$ cat config.mk
export PLATFORM = sky130hd
export DESIGN_NAME = fc_feeder
export DESIGN_NICKNAME = d
export VERILOG_FILES = /design/src/rtl/fc_feeder.sv
export SDC_FILE = /design/constraint.sdc
export NUM_CORES = 1
export LEC_CHECK = 0
export CAP_MARGIN = 20
export CELL_PAD_IN_SITES_DETAIL_PLACEMENT = 1
export CELL_PAD_IN_SITES_GLOBAL_PLACEMENT = 2
export CORE_UTILIZATION = 50
export CTS_BUF_LIST = sky130_fd_sc_hd__clkbuf_8
export DETAILED_ROUTE_END_ITERATION = 7
export GPL_TIMING_DRIVEN = 1
export PLACE_DENSITY_LB_ADDON = 0.1
export SLEW_MARGIN = 30
export SYNTH_ARGS = -nofsm -noshare
export SYNTH_HDL_FRONTEND = slang
export SYNTH_SLANG_ARGS = --single-unit
$ cat constraint.sdc
create_clock -name clk -period 10.4 [get_ports clk]
set_input_delay 2.6 -clock clk [delete_from_list [all_inputs] [get_ports clk]]
set_output_delay 2.6 -clock clk [all_outputs]
set_load 0.005 [all_outputs]
$ cat src/rtl/fc_feeder.sv
// Packs a byte stream of signed activations into 4-lane words for fc,
// pairing each word with its weight word from an internal memory and the bias.
module fc_feeder #(
    parameter int LANES  = 4,
    parameter int DW     = 8,
    parameter int NWORDS = 16,
    parameter int AW     = 4
) (
    input  logic                  clk,
    input  logic                  rst,
    input  logic                  s_valid,
    output logic                  s_ready,
    input  logic [DW-1:0]         s_data,
    input  logic                  s_last,
    input  logic                  wt_we,
    input  logic [AW-1:0]         wt_addr,
    input  logic [LANES*DW-1:0]   wt_wdata,
    input  logic                  bias_we,
    input  logic [DW-1:0]         bias_in,
    output logic                  m_valid,
    input  logic                  m_ready,
    output logic                  en,
    output logic [LANES*DW-1:0]   in_vec,
    output logic [LANES*DW-1:0]   weights,
    output logic [DW-1:0]         bias,
    output logic                  m_last,
    output logic                  ovf
);

    localparam int VW = LANES * DW;
    localparam int LW = $clog2(LANES);

    typedef enum logic {
        FILL,
        SEND
    } state_t;

    state_t           state;
    state_t           state_nxt;
    logic             started;
    logic [LW-1:0]    lane_cnt;
    logic [AW-1:0]    word_ptr;
    logic [VW-1:0]    fill_buf;
    logic [VW-1:0]    packed_word;
    logic [VW-1:0]    mem [NWORDS];
    logic             accept;
    logic             word_done;
    logic             ptr_at_end;

    assign accept     = s_valid & s_ready;
    assign word_done  = accept & (s_last | (lane_cnt == LW'(LANES - 1)));
    assign ptr_at_end = (word_ptr == AW'(NWORDS - 1));

    // A byte landing in lane 0 starts a fresh word, so stale upper lanes of a
    // short word never leak into the next one.
    always_comb begin
        packed_word = (lane_cnt == '0) ? '0 : fill_buf;
        for (int i = 0; i < LANES; i++) begin
            if (lane_cnt == LW'(i)) begin
                packed_word[i*DW +: DW] = s_data;
            end
        end
    end

    // started keeps s_ready low until the first edge after reset release.
    always_ff @(posedge clk or posedge rst) begin
        if (rst) begin
            state   <= FILL;
            started <= 1'b0;
        end else begin
            state   <= state_nxt;
            started <= 1'b1;
        end
    end

    always_comb begin
        state_nxt = state;
        s_ready   = 1'b0;
        m_valid   = 1'b0;
        en        = 1'b0;
        case (state)
            FILL: begin
                s_ready = started;
                if (word_done) begin
                    state_nxt = SEND;
                end
            end
            SEND: begin
                m_valid = 1'b1;
                en      = m_ready;
                if (m_ready) begin
                    state_nxt = FILL;
                end
            end
            default: state_nxt = FILL;
        endcase
    end

    always_ff @(posedge clk or posedge rst) begin
        if (rst) begin
            lane_cnt <= '0;
            word_ptr <= '0;
            fill_buf <= '0;
            in_vec   <= '0;
            weights  <= '0;
            m_last   <= 1'b0;
            ovf      <= 1'b0;
        end else begin
            if (accept) begin
                fill_buf <= packed_word;
                lane_cnt <= word_done ? '0 : lane_cnt + 1'b1;
            end
            if (word_done) begin
                in_vec  <= packed_word;
                weights <= mem[word_ptr];
                m_last  <= s_last | ptr_at_end;
                if (ptr_at_end && !s_last) begin
                    ovf <= 1'b1;
                end
            end
            if (en) begin
                word_ptr <= m_last ? '0 : word_ptr + 1'b1;
            end
        end
    end

    // The capture above reads mem before this write lands, so a same-edge
    // write to the captured address yields the old word.
    always_ff @(posedge clk) begin
        if (wt_we) begin
            mem[wt_addr] <= wt_wdata;
        end
    end

    always_ff @(posedge clk or posedge rst) begin
        if (rst) begin
            bias <= '0;
        end else if (bias_we) begin
            bias <= bias_in;
        end
    end

endmodule

Figure 1. Track usage over the die (run 1).
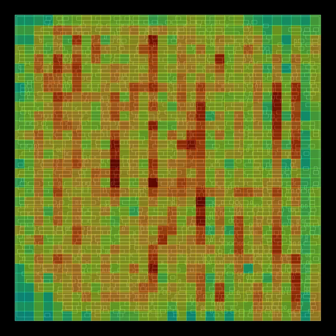
routing usage on met1: 31.0%
Total Routing Usage GR: 23.5%
fin util: 58.8%
Most Crowded Layer GR: met2

Figure 2. Clock network drawn from the DEF (run 1).
Bar = 50 µm.
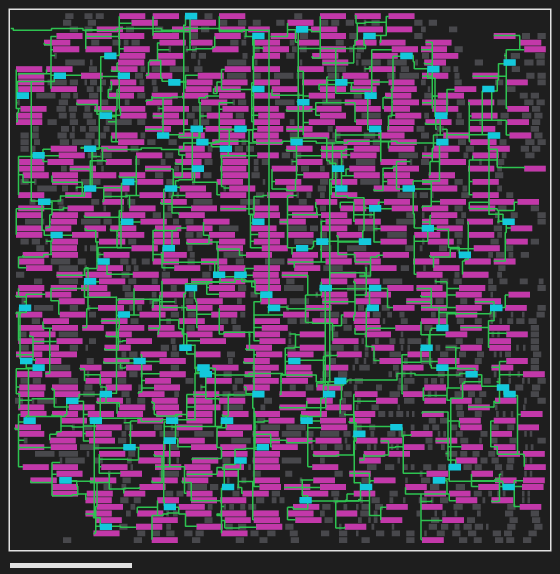
legend:
  clock wires:
    color: green
    length: 7750 µm
  flip-flops:
    color: magenta
    count: 626
  clock-net drivers:
    color: cyan
    count: 100
flops lie: spread over the die
routed clock nets: 101
Clock Power Share: 30.1%
clock skew: 0.0295 ns
clock-net power: 1.94 mW
worst skew pair latency: 0.68 ns

==> reports/metrics.yaml, run 1 <==
final_layout:
  final_nets: 1559
  lay_top_count: "edfxtp_1"
  fillers: 4210
final_timing:
  setup_viol_count_final: 0
  maxSlewHeadroom_pct: 39.1
  drv_slew: 0
  finalHoldViolCount: 0
  period_used_pct: 62.3
  fin_crit_ns: 6.48
power_and_ir_drop:
  switching_share_pct: 28.0
  pwr-share-seq_pct: 48.1
  irDropWorstVdd_mv: 0.178
  p_sw_mw: 1.81
routing:
  dr_wl_met2_um: 27800
  wl_met3_um: 2290
clock_network:
  cts_hold_buf: 0
  h-tree-depth: 3
global_routing:
  grt_pass1_wl_um: 85100
  grt_max_degree: 65
logic_synthesis:
  ff_type: "edfxtp_1"
  synth_flops: 626
placed_design:
  place_congestion: 0.736
worst_setup_path:
  end_kind: "output port"
  path_max_fanout: 8
status:
  outcome: "finished clean"
Figure 3. Routed metal, one color a layer (run 1).
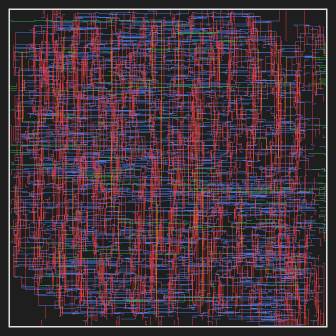
legend:
  M4:
    color: orange
    wire_length: 1270 µm
  M1:
    color: blue
    wire_length: 24.6 mm
  M3:
    color: green
    wire_length: 2290 µm
  M2:
    color: red
    wire_length: 27.8 mm
DR vias: 12800
routed len/inst: 25.5 µm
final wirelength: 55900 µm

run 1: worst paths after layout:
| path | startpoint | end | cells past startpoint |
|---|---|---|---|
| setup / recovery | m_ready | en | 4 |
| hold / removal | ovf | ovf | 1 |
| setup reg to reg | word_ptr[2] | weights[17] | 6 |
| hold reg to reg | ovf | ovf | 1 |
| max in group asynchronous | rst | in_vec[11] | 3 |
| min in group asynchronous | rst | weights[19] | 2 |
run 1: critical path, stage by stage:
cell             delay (ns)
clkdlybuf4s50_1        0.48
nand2_1                0.20
inv_1                  0.10
clkdlybuf4s50_1        0.50
run 1: final cells by class:
class	count	share of cell area, %
antenna	2	0.0179
timing repair buffer	165	5.65
multi-input combinational	596	19.8
sequential	626	65.1
clock buffer	111	5.45
tap	615	2.75
inverter	6	0.0893
clock inverter	74	1.17
run 1: cell usage after synthesis (18+ instances only):
cell type,instances,area [µm²]
a221oi_1,21,184
a22o_1,21,184
buf_2,46,230
clkbuf_1,24,90.1
dfrtp_1,114,2850
edfxtp_1,512,15400
mux2i_1,169,1690
mux4_2,64,1440
nor2_1,95,357
o21ai_0,18,90.1
o22a_1,32,280
o22ai_1,64,400
or3_1,32,200
run 1: kinds of logic after synthesis:
logic type | synth area share (%)
AOI/OAI and AO/OA | 5.06
adders and majority gates | 0.260
buffers and inverters | 1.83
DFF | 75.7
muxes | 13.8
other | 0.0156
and+or+nand+nor | 3.34
run 1: flip-flops by register name (all words and copies together), names as in the netlist:
register and flops:
started 1, state 1, word_ptr 4, weights 32, in_vec 32, fill_buf 32
m_last 1, mem 512, lane_cnt 2, ovf 1, bias 8
## Run 2: what changed since run 1
--- a/config.mk
+++ b/config.mk
@@ -8,7 +8,7 @@
 export CAP_MARGIN = 20
 export CELL_PAD_IN_SITES_DETAIL_PLACEMENT = 1
 export CELL_PAD_IN_SITES_GLOBAL_PLACEMENT = 2
-export CORE_UTILIZATION = 50
+export CORE_UTILIZATION = 47
 export CTS_BUF_LIST = sky130_fd_sc_hd__clkbuf_8
 export DETAILED_ROUTE_END_ITERATION = 7
 export GPL_TIMING_DRIVEN = 1
==> constraint.sdc (replaced) <==
create_clock -name clk -period 6.6 [get_ports clk]
set_input_delay 1.65 -clock clk [delete_from_list [all_inputs] [get_ports clk]]
set_output_delay 1.65 -clock clk [all_outputs]
set_load 0.005 [all_outputs]
==> run 2 against run 1 <==
  * Critical path depth stayed put
  * Hold slack improved by 0.00055 ns
  * Sequential power up 58%
  * Global-route usage decreased by 0.77 points
  * Non-clock buffer count is 3 higher
  * Combinational power is 58% higher
  * First-iteration DRC count down 8.1%
  * Cell count increased by 3.0%
  * Critical path type unchanged
  * Largest power group unchanged
==> reports/metrics.yaml, run 2 <==
placed_design:
  place_congestion: 0.723  # -1.8%
  preCtsSetupSlack_ns: 1.99
  dpl.hpwl_um: 31800
  portBuffers: 135
final_layout:
  final_nets: 1564  # +0.32%
  post-route-util_pct: 56.0  # -2.9 points
  largest-register: "mem"
  largest_reg_flops: 512  # unchanged
  lay_top_count: "edfxtp_1"
power_and_ir_drop:
  switching_share_pct: 28.2  # +0.18 points
  clockPowerShare_pct: 30.5  # +0.4 points
  p_sw_mw: 2.90  # +60%
  pwr-share-seq_pct: 47.7  # -0.4 points
  power_frac_comb_pct: 21.7
  irDropWorstVdd_mv: 0.206  # +16%
logic_synthesis:
  netlist_instances: 1312
  ff_type: "edfxtp_1"
  avgSynthCellArea_um2: 18.4
  syn_nets: 1376
  top_area_cell: "edfxtp_1"
  synth.top_cell.area_share_pct: 63.8  # unchanged
  area_leaders: "edfxtp_1 (64%), dfrtp_1 (12%), mux2i_1 (7.0%)"
  synthTopCellsByCount: "edfxtp_1 (512), mux2i_1 (169), dfrtp_1 (114)"
  synth.most_common_cell: "edfxtp_1"
worst_setup_path:
  critPathLaunch: "m_ready"
  r2r_slack_ns: 3.29
  rr_worst_depth: 6  # unchanged
  crit_top_cell: "clkdlybuf4s50_1"
  crit_slowest_cell: "clkdlybuf4s50_1"
  r2r-end: "weights[5]"
  path_max_fanout: 8  # unchanged
  cp_slowest_stage_delay_ns: 0.50  # about the same
final_timing:
  drv_slew: 0  # unchanged
  maxSlewHeadroom_pct: 34.5  # -4.6 points
  period_used_pct: 69.5
  fin_crit_ns: 4.59
  finalHoldViolCount: 0  # unchanged
  skew_ns: 0.0256  # -0.00392 ns
  setup_viol_count_final: 0  # unchanged
worst_hold_path:
  worstHoldStart: "in_vec[14]"
  holdPathStages: 2  # +1
  holdPathEnd: "in_vec[14]"
global_routing:
  grt_max_degree: 54  # -17%
  grt_usage_pct: 22.7  # -0.77 points
status:
  outcome: "finished clean"
floorplan:
  fp-row-count: 82
clock_network:
  cts_tree: "built"
  cts_hold_buf: 0  # unchanged
  clk_latency_ns: 0.69  # about the same
  ctsRootBufferMaster: "clkbuf_8"
[run 2: cell types whose count changed in the layout (fill, tap and decap cells not counted), sizes merged]
cell      delta
buf          +3
bufinv       -1
clkinvlp     +1
inv          -3
diode        -1
clkbuf       +7
clkinv       +3
[run 2: cell families after synthesis]
logic type,share of synthesized area (%)
buffers and inverters,1.83
flip-flops,75.7
adder cells (fa/ha/maj),0.260
multiplexers,13.8
AND/OR/NAND/NOR,3.34
AND-OR/OR-AND,5.06
other,0.0156
[run 2: worst max-delay path by stage]
stage                     end  slack (ns)  cells after the start
floorplan           mem[0][0]        1.77                      2
global placement           en        2.00                      4
detailed placement         en        1.99                      4
CTS                        en        1.99                      4
global route               en        1.96                      4
finish                     en        2.01                      4
[run 2: worst max-delay path: cells and delay by family]
kind / cells / cell delay [ns]
buffers and inverters: 3 / 1.09
and+or+nand+nor: 1 / 0.20
[run 2: layout make-up]
class                           instances  area (µm²)
Tap cell                              672         841
Inverter                                6        25.0
Fill cell                            4539       22200
Clock inverter                         74         302
Clock buffer                          118        1620
Sequential cell                       626       18200
Timing Repair Buffer                  168        1610
Antenna cell                            1        2.50
Multi-Input combinational cell        596        5550
[run 2: layer usage]
layer | up-vias | GRT usage (%) | part of all wire, %
met5 | - | 0 | 0.029
met4 | 2 | 7.70 | 2.5
met3 | 102 | 4.14 | 4.0
met2 | 312 | 38.4 | 51
met1 | 6750 | 29.7 | 43
li1 | 5625 | - | -
[run 2: power by group through the flow]
stage,combinational (mW),sequential [mW],clock [mW]
floorplan,1.49,4.82,0
CTS,2.27,4.92,3.22
detailed placement,2.26,4.99,0
global route,2.41,4.95,3.37
global placement,2.21,4.98,0
finish,2.23,4.91,3.14
Figure 4. Signal wires on met3 (run 2).
Bar = 50 µm. Cells faint in the background.
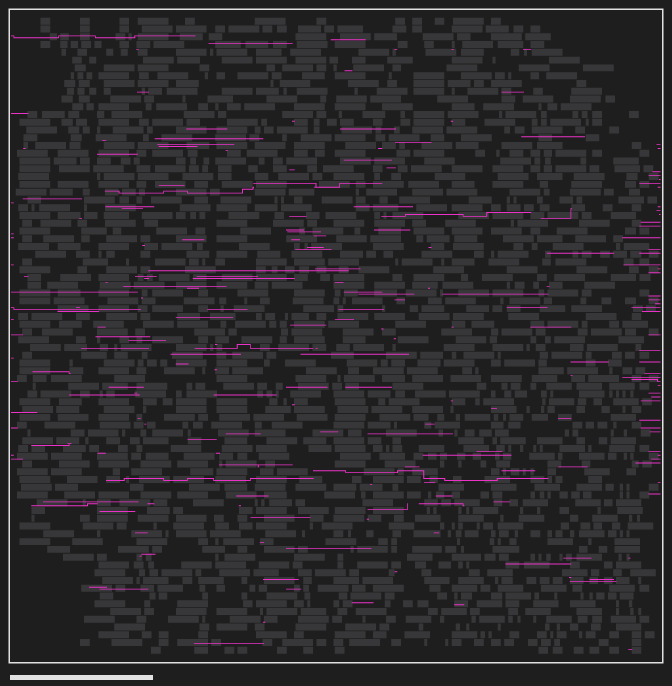
longest straight run: 69.9 µm
wire length on this layer: 2300 µm
share of all routed wire: 4.0%
DR vias: 12800
routing usage on met3: 4.14%
final wirelength: 58100 µm

Figure 5. Track usage over the die (run 2).
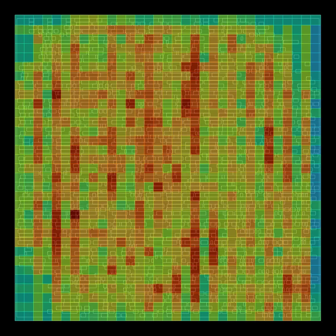
met2 Resource Use GR: 38.4%
routing usage on met1: 29.7%
routed len/inst: 25.7 µm

## Run 3: what changed since run 2
==> constraint.sdc (replaced) <==
create_clock -name clk -period 4.7 [get_ports clk]
set_input_delay 1.175 -clock clk [delete_from_list [all_inputs] [get_ports clk]]
set_output_delay 1.175 -clock clk [all_outputs]
set_load 0.005 [all_outputs]
==> run 3 against run 2 <==
  * Register-to-register slack got worse by 1.4 ns
  * Critical path depth unchanged
  * Cell count increased by 0.18%
  * Clock power increased by 43%
  * Sequential share of layout area decreased by 0.35 points
  * Global-route usage decreased by 0.44 points
  * Combinational power increased by 42%
  * Flip-flop count unchanged
  * Via count increased by 0.40%
  * Largest cell class unchanged
  * Largest power group unchanged
==> reports/metrics.yaml, run 3 <==
global_routing:
  use_met3_pct: 4.28  # +0.14 points
  use_met1_pct: 29.8  # +0.15 points
  grt.busiest_layer: "met2"
placed_design:
  portBuffers: 135  # unchanged
  place_inst: 2075
  place_congestion: 0.749  # +3.7%
  dpl.hpwl_um: 32300  # +1.5%
  preCtsSetupSlack_ns: 1.01  # -0.986 ns
power_and_ir_drop:
  p_sw_mw: 4.07  # +41%
  irDropWorstVdd_mv: 0.265  # +29%
  power_frac_comb_pct: 21.8  # about the same
  switching_share_pct: 28.0  # -0.21 points
routing:
  wire_per_inst_um: 25.2  # -2.1%
  vias: 12800  # +0.40%
  top_layer: "met5"
  wl_met3_um: 2510  # +8.9%
  finalWirelength_um: 57000  # -1.9%
  wirelength_met1_um: 25000  # +0.40%
  dr_wl_met2_um: 28600  # -3.0%
logic_synthesis:
  synth.most_common_cell: "edfxtp_1"
  synthTopCellsByCount: "edfxtp_1 (512), mux2i_1 (169), dfrtp_1 (114)"
  syn_nets: 1376  # unchanged
  synth.top_cell.area_share_pct: 63.8  # unchanged
  avgSynthCellArea_um2: 18.4  # unchanged
  netlist_instances: 1312  # unchanged
  area_leaders: "edfxtp_1 (64%), dfrtp_1 (12%), mux2i_1 (7.0%)"
  top_area_cell: "edfxtp_1"
worst_setup_path:
  crit_top_cell: "clkdlybuf4s50_1"
  rr_worst_depth: 5  # -1
  cp_slowest_stage_delay_ns: 0.51  # about the same
  worstSetupPathDepth: 4  # unchanged
  r2r_slack_ns: 1.89  # -1.40 ns
  crit_slowest_cell: "clkdlybuf4s50_1"
clock_network:
  cts_hold_buf: 0  # unchanged
  ctsRootBufferMaster: "clkbuf_8"
  clk_latency_ns: 0.68  # about the same
  cts_tree: "built"
final_layout:
  lay_top_count: "edfxtp_1"
  n_antenna_cell: 0  # -1
  largest_reg_flops: 512  # unchanged
  final_nets: 1573  # +0.58%
  largest-register: "mem"
final_timing:
  setup_viol_count_final: 0  # unchanged
  period_used_pct: 78.3
  finalHoldViolCount: 0  # unchanged
  maxSlewHeadroom_pct: 35.0  # +0.50 points
floorplan:
  fp-row-count: 82  # unchanged
worst_hold_path:
  holdPathStages: 2  # unchanged
status:
  outcome: "finished clean"
-- run 3: cell type report --
type | instances | area (µm²)
Fill cell | 4510 | 22000
Sequential cell | 626 | 18200
Timing Repair Buffer | 176 | 1740
Clock buffer | 117 | 1610
Tap cell | 672 | 841
Clock inverter | 72 | 349
Inverter | 6 | 25.0
Multi-Input combinational cell | 596 | 5540
-- run 3: path summary, 6_finish.rpt --
| check | to | startpoint |
|---|---|---|
| min reg2reg | in_vec[3] | in_vec[3] |
| min | in_vec[3] | in_vec[3] |
| min in group asynchronous | bias[2] | rst |
| max | en | m_ready |
| max in group asynchronous | weights[24] | rst |
| max reg2reg | weights[22] | word_ptr[1] |
-- run 3: power groups by stage --
| stage | Sequential [mW] | Combinational [mW] | Clock, mW |
|---|---|---|---|
| floorplan | 6.77 | 2.09 | 0 |
| global placement | 7.00 | 3.14 | 0 |
| detailed placement | 7.02 | 3.21 | 0 |
| CTS | 6.91 | 3.22 | 4.62 |
| global route | 6.95 | 3.41 | 4.83 |
| finish | 6.90 | 3.17 | 4.49 |
-- run 3: logic make-up after synthesis --
kind of cell | count (synthesis) | share of synthesized area (%)
compound gates | 168 | 5.06
other cells | 1 | 0.0156
mux | 250 | 13.8
flops | 626 | 75.7
simple gates | 172 | 3.34
fa+ha+maj | 5 | 0.260
buf+inv | 90 | 1.83
-- run 3: worst reg2reg max path, delay by kind of cell, from the launching register on --
| family | cells | cell delay, ns |
|---|---|---|
| multiplexers | 1 | 0.31 |
| buffers and inverters | 1 | 0.83 |
| AND/OR/NAND/NOR | 1 | 0.37 |
| AND-OR/OR-AND | 2 | 0.28 |
| flip-flops | 1 | 0.90 |
Figure 6. Clock network drawn from the DEF (run 3).
Bar = 50 µm.
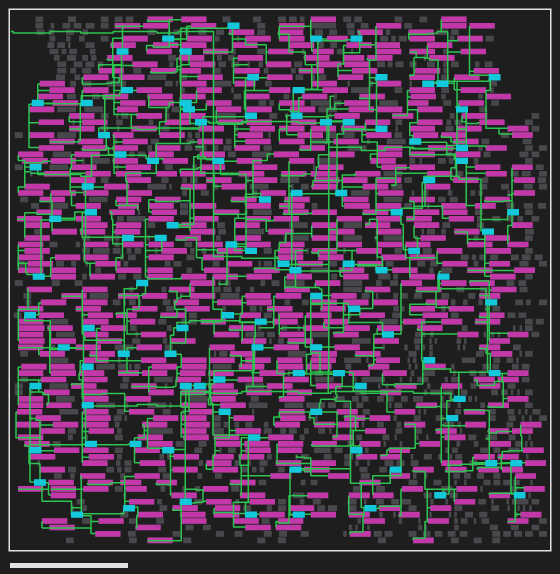
legend:
  clock-net drivers:
    color: cyan
    count: 103
  flip-flops:
    color: magenta
    count: 626
  clock wires:
    color: green
    length: 7900 µm
flops lie: spread over the die
clock-net power: 4.49 mW
clock skew: 0.0210 ns
Clock Power Share: 30.9%

Figure 7. Track usage over the die (run 3).
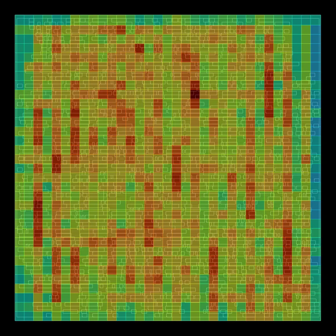
fin util: 56.3%
Total Routing Usage GR: 22.3%

Power is estimated from default activity; no workload was simulated.
